**config.mk**
```make
export PLATFORM = sky130hd
export DESIGN_NAME = seq_stream_arbiter
export DESIGN_NICKNAME = d
export VERILOG_FILES = /design/src/rtl/seq_arb_pkg.sv /design/src/rtl/seq_stream_arbiter_core.sv /design/src/rtl/seq_stream_arbiter.sv
export SDC_FILE = /design/constraint.sdc
export NUM_CORES = 1
export LEC_CHECK = 0
export CAP_MARGIN = 40
export CORE_UTILIZATION = 30
export DETAILED_ROUTE_END_ITERATION = 8
export GPL_ROUTABILITY_DRIVEN = 0
export PLACE_DENSITY = 0.62
export SLEW_MARGIN = 5
export SYNTH_ARGS = -nofsm -noshare
export SYNTH_HDL_FRONTEND = slang
export SYNTH_SLANG_ARGS = --single-unit
export TNS_END_PERCENT = 50
```
**constraint.sdc**
```tcl
create_clock -name clock -period 3.4 [get_ports clock]
set_input_delay 0.68 -clock clock [delete_from_list [all_inputs] [get_ports clock]]
set_output_delay 0.68 -clock clock [all_outputs]
set_load 0.02 [all_outputs]
```
**src/rtl/seq_arb_pkg.sv**
```systemverilog
// seq_arb_pkg: shared FSM states, match-count limits and round-robin pick helper
package seq_arb_pkg;
  typedef enum logic [1:0] {IDLE, STREAM, DONE} state_t;
  localparam int CNT_W = 8;
  localparam logic [CNT_W-1:0] CNT_MAX = 8'd255;
  // First set req bit at or after ptr, wrapping within n requesters.
  function automatic logic [2:0] rr_pick(input logic [7:0] req, input logic [2:0] ptr, input int n);
    logic [2:0] w;
    logic f;
    int idx;
    w = ptr;
    f = 1'b0;
    for (int i = 0; i < 8; i++) begin
      idx = (int'(ptr) + i) % n;
      if (!f && i < n && req[idx[2:0]]) begin
        w = idx[2:0];
        f = 1'b1;
      end
    end
    return w;
  endfunction
endpackage

```
**src/rtl/seq_stream_arbiter_core.sv**
```systemverilog
// seq_match_core: serial PATTERN matcher with PAT_LEN-bit history and saturating seen count
// Ports: clock/reset_n (async active-low), clear (sync wipe), bit_in/bit_en (serial input),
//        match_next (combinational: accepting bit_in now completes PATTERN)
module seq_match_core #(
  parameter int PAT_LEN = 4,
  parameter logic [PAT_LEN-1:0] PATTERN = 4'b1011
) (
  input  logic clock,
  input  logic reset_n,
  input  logic clear,
  input  logic bit_in,
  input  logic bit_en,
  output logic match_next
);
  localparam int SW = $clog2(PAT_LEN + 1);
  logic [PAT_LEN-1:0] r_hist, w_hist;
  logic [SW-1:0] r_seen, w_seen;
  assign w_hist = {r_hist[PAT_LEN-2:0], bit_in};
  assign w_seen = (r_seen == SW'(PAT_LEN)) ? r_seen : r_seen + SW'(1);
  assign match_next = bit_en && (w_seen == SW'(PAT_LEN)) && (w_hist == PATTERN);
  always_ff @(posedge clock or negedge reset_n)
    if (!reset_n) begin
      r_hist <= '0;
      r_seen <= '0;
    end else if (clear) begin
      r_hist <= '0;
      r_seen <= '0;
    end else if (bit_en) begin
      r_hist <= w_hist;
      r_seen <= w_seen;
    end
endmodule

```
**src/rtl/seq_stream_arbiter.sv**
```systemverilog
// seq_stream_arbiter: packet-granular round-robin sharing of one serial pattern matcher
// Ports: i_req/i_bit_in/i_bit_valid/i_bit_last per channel; o_grant one-hot owner (= bit ready);
//        o_busy packet in progress; o_match/o_match_id match pulse; o_pkt_done/o_pkt_id/
//        o_pkt_match_cnt/o_pkt_abort per-packet summary pulse.
// Option: SEQ_ARB_TIMEOUT_EN ends a packet after TIMEOUT_CYC stalled cycles with o_pkt_abort.
module seq_stream_arbiter
  import seq_arb_pkg::*;
#(
  parameter int NUM_REQ = 4,
  parameter int PAT_LEN = 4,
  parameter logic [PAT_LEN-1:0] PATTERN = 4'b1011,
  parameter int MAX_PKT_BITS = 64,
  parameter int TIMEOUT_CYC = 16
) (
  input  logic                       clock,
  input  logic                       reset_n,
  input  logic [NUM_REQ-1:0]         i_req,
  input  logic [NUM_REQ-1:0]         i_bit_in,
  input  logic [NUM_REQ-1:0]         i_bit_valid,
  input  logic [NUM_REQ-1:0]         i_bit_last,
  output logic [NUM_REQ-1:0]         o_grant,
  output logic                       o_busy,
  output logic                       o_match,
  output logic [$clog2(NUM_REQ)-1:0] o_match_id,
  output logic                       o_pkt_done,
  output logic [$clog2(NUM_REQ)-1:0] o_pkt_id,
  output logic [CNT_W-1:0]           o_pkt_match_cnt,
  output logic                       o_pkt_abort
);
  localparam int IW = $clog2(NUM_REQ);
  localparam int BW = $clog2(MAX_PKT_BITS + 1);
  state_t r_state;
  logic [IW-1:0] r_owner, r_ptr, w_win;
  logic [BW-1:0] r_bits;
  logic [CNT_W-1:0] r_cnt, w_cnt;
  logic w_acc, w_mn, w_m, w_end, w_to;
  assign w_acc = (r_state == STREAM) && |(o_grant & i_bit_valid);
  assign w_m = w_acc && w_mn;
  assign w_cnt = (w_m && r_cnt != CNT_MAX) ? r_cnt + CNT_W'(1) : r_cnt;
  assign w_end = w_acc && (i_bit_last[r_owner] || r_bits == BW'(MAX_PKT_BITS - 1));
  assign w_win = IW'(rr_pick(8'(i_req), 3'(r_ptr), NUM_REQ));
`ifdef SEQ_ARB_TIMEOUT_EN
  localparam int SW = $clog2(TIMEOUT_CYC + 1);
  logic [SW-1:0] r_stall;
  // Stall counter runs only in STREAM; an accept restarts it.
  assign w_to = (r_state == STREAM) && !w_acc && r_stall == SW'(TIMEOUT_CYC - 1);
  always_ff @(posedge clock or negedge reset_n)
    if (!reset_n) begin
      r_stall <= '0;
      o_pkt_abort <= 1'b0;
    end else begin
      r_stall <= (r_state != STREAM || w_acc) ? '0 : r_stall + SW'(1);
      o_pkt_abort <= w_to;
    end
`else
  assign w_to = 1'b0;
  assign o_pkt_abort = 1'b0;
`endif
  seq_match_core #(.PAT_LEN(PAT_LEN), .PATTERN(PATTERN)) u_core (
    .clock(clock),
    .reset_n(reset_n),
    .clear(r_state == IDLE),
    .bit_in(i_bit_in[r_owner]),
    .bit_en(w_acc),
    .match_next(w_mn)
  );
  always_ff @(posedge clock or negedge reset_n)
    if (!reset_n) begin
      r_state <= IDLE;
      r_owner <= '0;
      r_ptr <= '0;
      r_bits <= '0;
      r_cnt <= '0;
      o_grant <= '0;
      o_busy <= 1'b0;
      o_match <= 1'b0;
      o_match_id <= '0;
      o_pkt_done <= 1'b0;
      o_pkt_id <= '0;
      o_pkt_match_cnt <= '0;
    end else begin
      o_match <= w_m;
      o_pkt_done <= 1'b0;
      if (w_m) o_match_id <= r_owner;
      case (r_state)
        IDLE:
          if (|i_req) begin
            o_grant <= NUM_REQ'(1) << w_win;
            r_owner <= w_win;
            o_busy <= 1'b1;
            r_bits <= '0;
            r_cnt <= '0;
            r_state <= STREAM;
          end
        STREAM: begin
          r_cnt <= w_cnt;
          if (w_acc) r_bits <= r_bits + BW'(1);
          if (w_end || w_to) begin
            o_grant <= '0;
            o_pkt_done <= 1'b1;
            o_pkt_id <= r_owner;
            o_pkt_match_cnt <= w_cnt;
            r_state <= DONE;
          end
        end
        DONE: begin
          o_busy <= 1'b0;
          r_ptr <= (r_owner == IW'(NUM_REQ - 1)) ? '0 : r_owner + IW'(1);
          r_state <= IDLE;
        end
        default: r_state <= IDLE;
      endcase
    end
endmodule
```
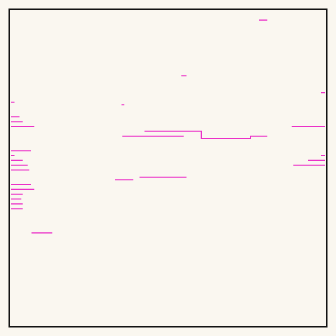
Figure 1: M3 wires.
- longest straight run: 17.0 um
- wire length on this layer: 157 um
- share of all routed wire: 3.3%

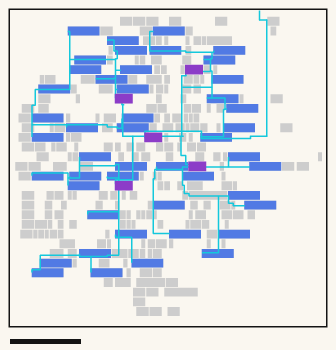
Figure 2: routed clock nets over the placement.
The bar under the picture is 20 um long.
- cyan: clock wires (length 569 um)
- purple: clock-net drivers (count 5)
- blue: flip-flops (count 46)
- routed clock nets: 6

==> results.txt <==
Notes on the physical implementation.

- In the final layout, the fill cell count is ~760.
- The number of global-route vias before repair came to between 1500 and 2000.
- The cell taking the most area after synthesis is sky130_fd_sc_hd__dfrtp_1, for reference.
- The number of sequential storage elements is 46, for reference.
- For met3 alone, demand over resource in global routing was about 2.2%.
- In this run the worst path has a maximum fanout of 15.
- The largest registers in the layout are o_pkt_match_cnt (8), r_cnt (8), r_bits (7).
- The proportion of synthesized flip-flops having asynchronous set or reset is 100%, for reference.
- The clock-pin slew of the registers on the worst-case setup and hold paths is ~0.09 ns, for reference.
- Setup repair after global routing left no endpoint under its margin.
- Of the cells placed in the final design, the portion with a size suffix greater than 1 is 8.52%.
- The synthesis-to-layout area growth is 26.7%, for reference.
- The average instance in the mapped netlist occupies 9.84 um^2.
- Row generation in the floorplan step produced 31 rows.
- The path depth of the worst reg2reg path is 8, for reference.
- In this run, the synthesized area fraction spent on AND-OR/OR-AND gates is recorded as 15.9%.
- The kind of cell with the highest combined delay on the critical path is simple AND/OR/NAND/NOR gates, for reference.
- Counting only logic cells after layout, the most numerous master is sky130_fd_sc_hd__dfrtp_1.
- Net switching is between 20% and 30% of the power.
- The mean routed wirelength per cell is about 13 um, for reference.
- The area taken by flip-flops and latches is between 1000 and 1500 um^2, for reference.
- Entering global routing, the biggest net connects 29 pins.
- The largest power group is registers, for reference.
- The yosys cell count is around 230, for reference.
- For reference, the critical path is captured by o_pkt_match_cnt[2].
- The total met2 wirelength after detailed routing is between 2 and 2.5 mm, for reference.
- The worst-case register-to-register setup slack is around 0.83 ns, for reference.
- The launch point of the critical path is i_bit_valid[0], for reference.
- The number of top-level pins is 38, for reference.
- Setup slack on the critical path of the routed design comes to about 0.77 ns.
- The number of maximum-capacitance constraint violations is 0, for reference.
- The critical path in this run is classified as input port to flop.
- The area fraction in and, or, nand and nor cells is 18.5%, for reference.
- The die height is 88.9 um, for reference.
- Per the layout report, the design carries 6 clock buffers.
- The detailed-router iteration count before antenna repair is 4, for reference.
- The final timing report lists a max-slew violation count of 0.
- The run finished with clean final reports.
- The maximum number of buffers from clock root to sink is 2, for reference.
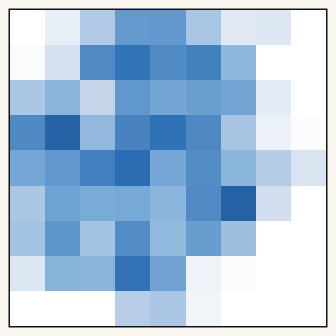
Figure 3: cell area per tile.
9 x 9 tiles, from white (low) to dark blue (high), 0 to 100% covered.
- emptiest ninth of the die: south-east
- mean over tiles: 35%
- tiles over 75% full: 3.7%
- nearly empty tiles: 21%
- fullest tile: 80%

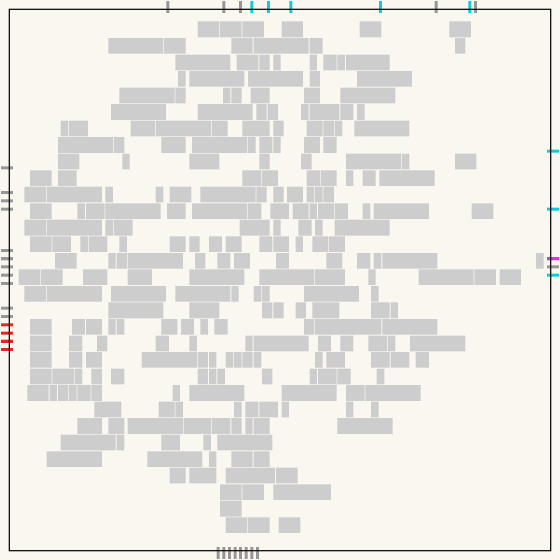
Figure 4: ports around the boundary.
Pins as bars across the die edge, other pins in gray.
- red: i_req (pins 4; direction input; edge west)
- magenta: o_pkt_abort (pins 1; direction output; edge east)
- cyan: o_pkt_match_cnt (pins 8; direction output; edge 5 north, 3 east)
- all pins by edge: 15 west, 10 north, 8 south, 5 east

Power is estimated from default activity; no workload was simulated.
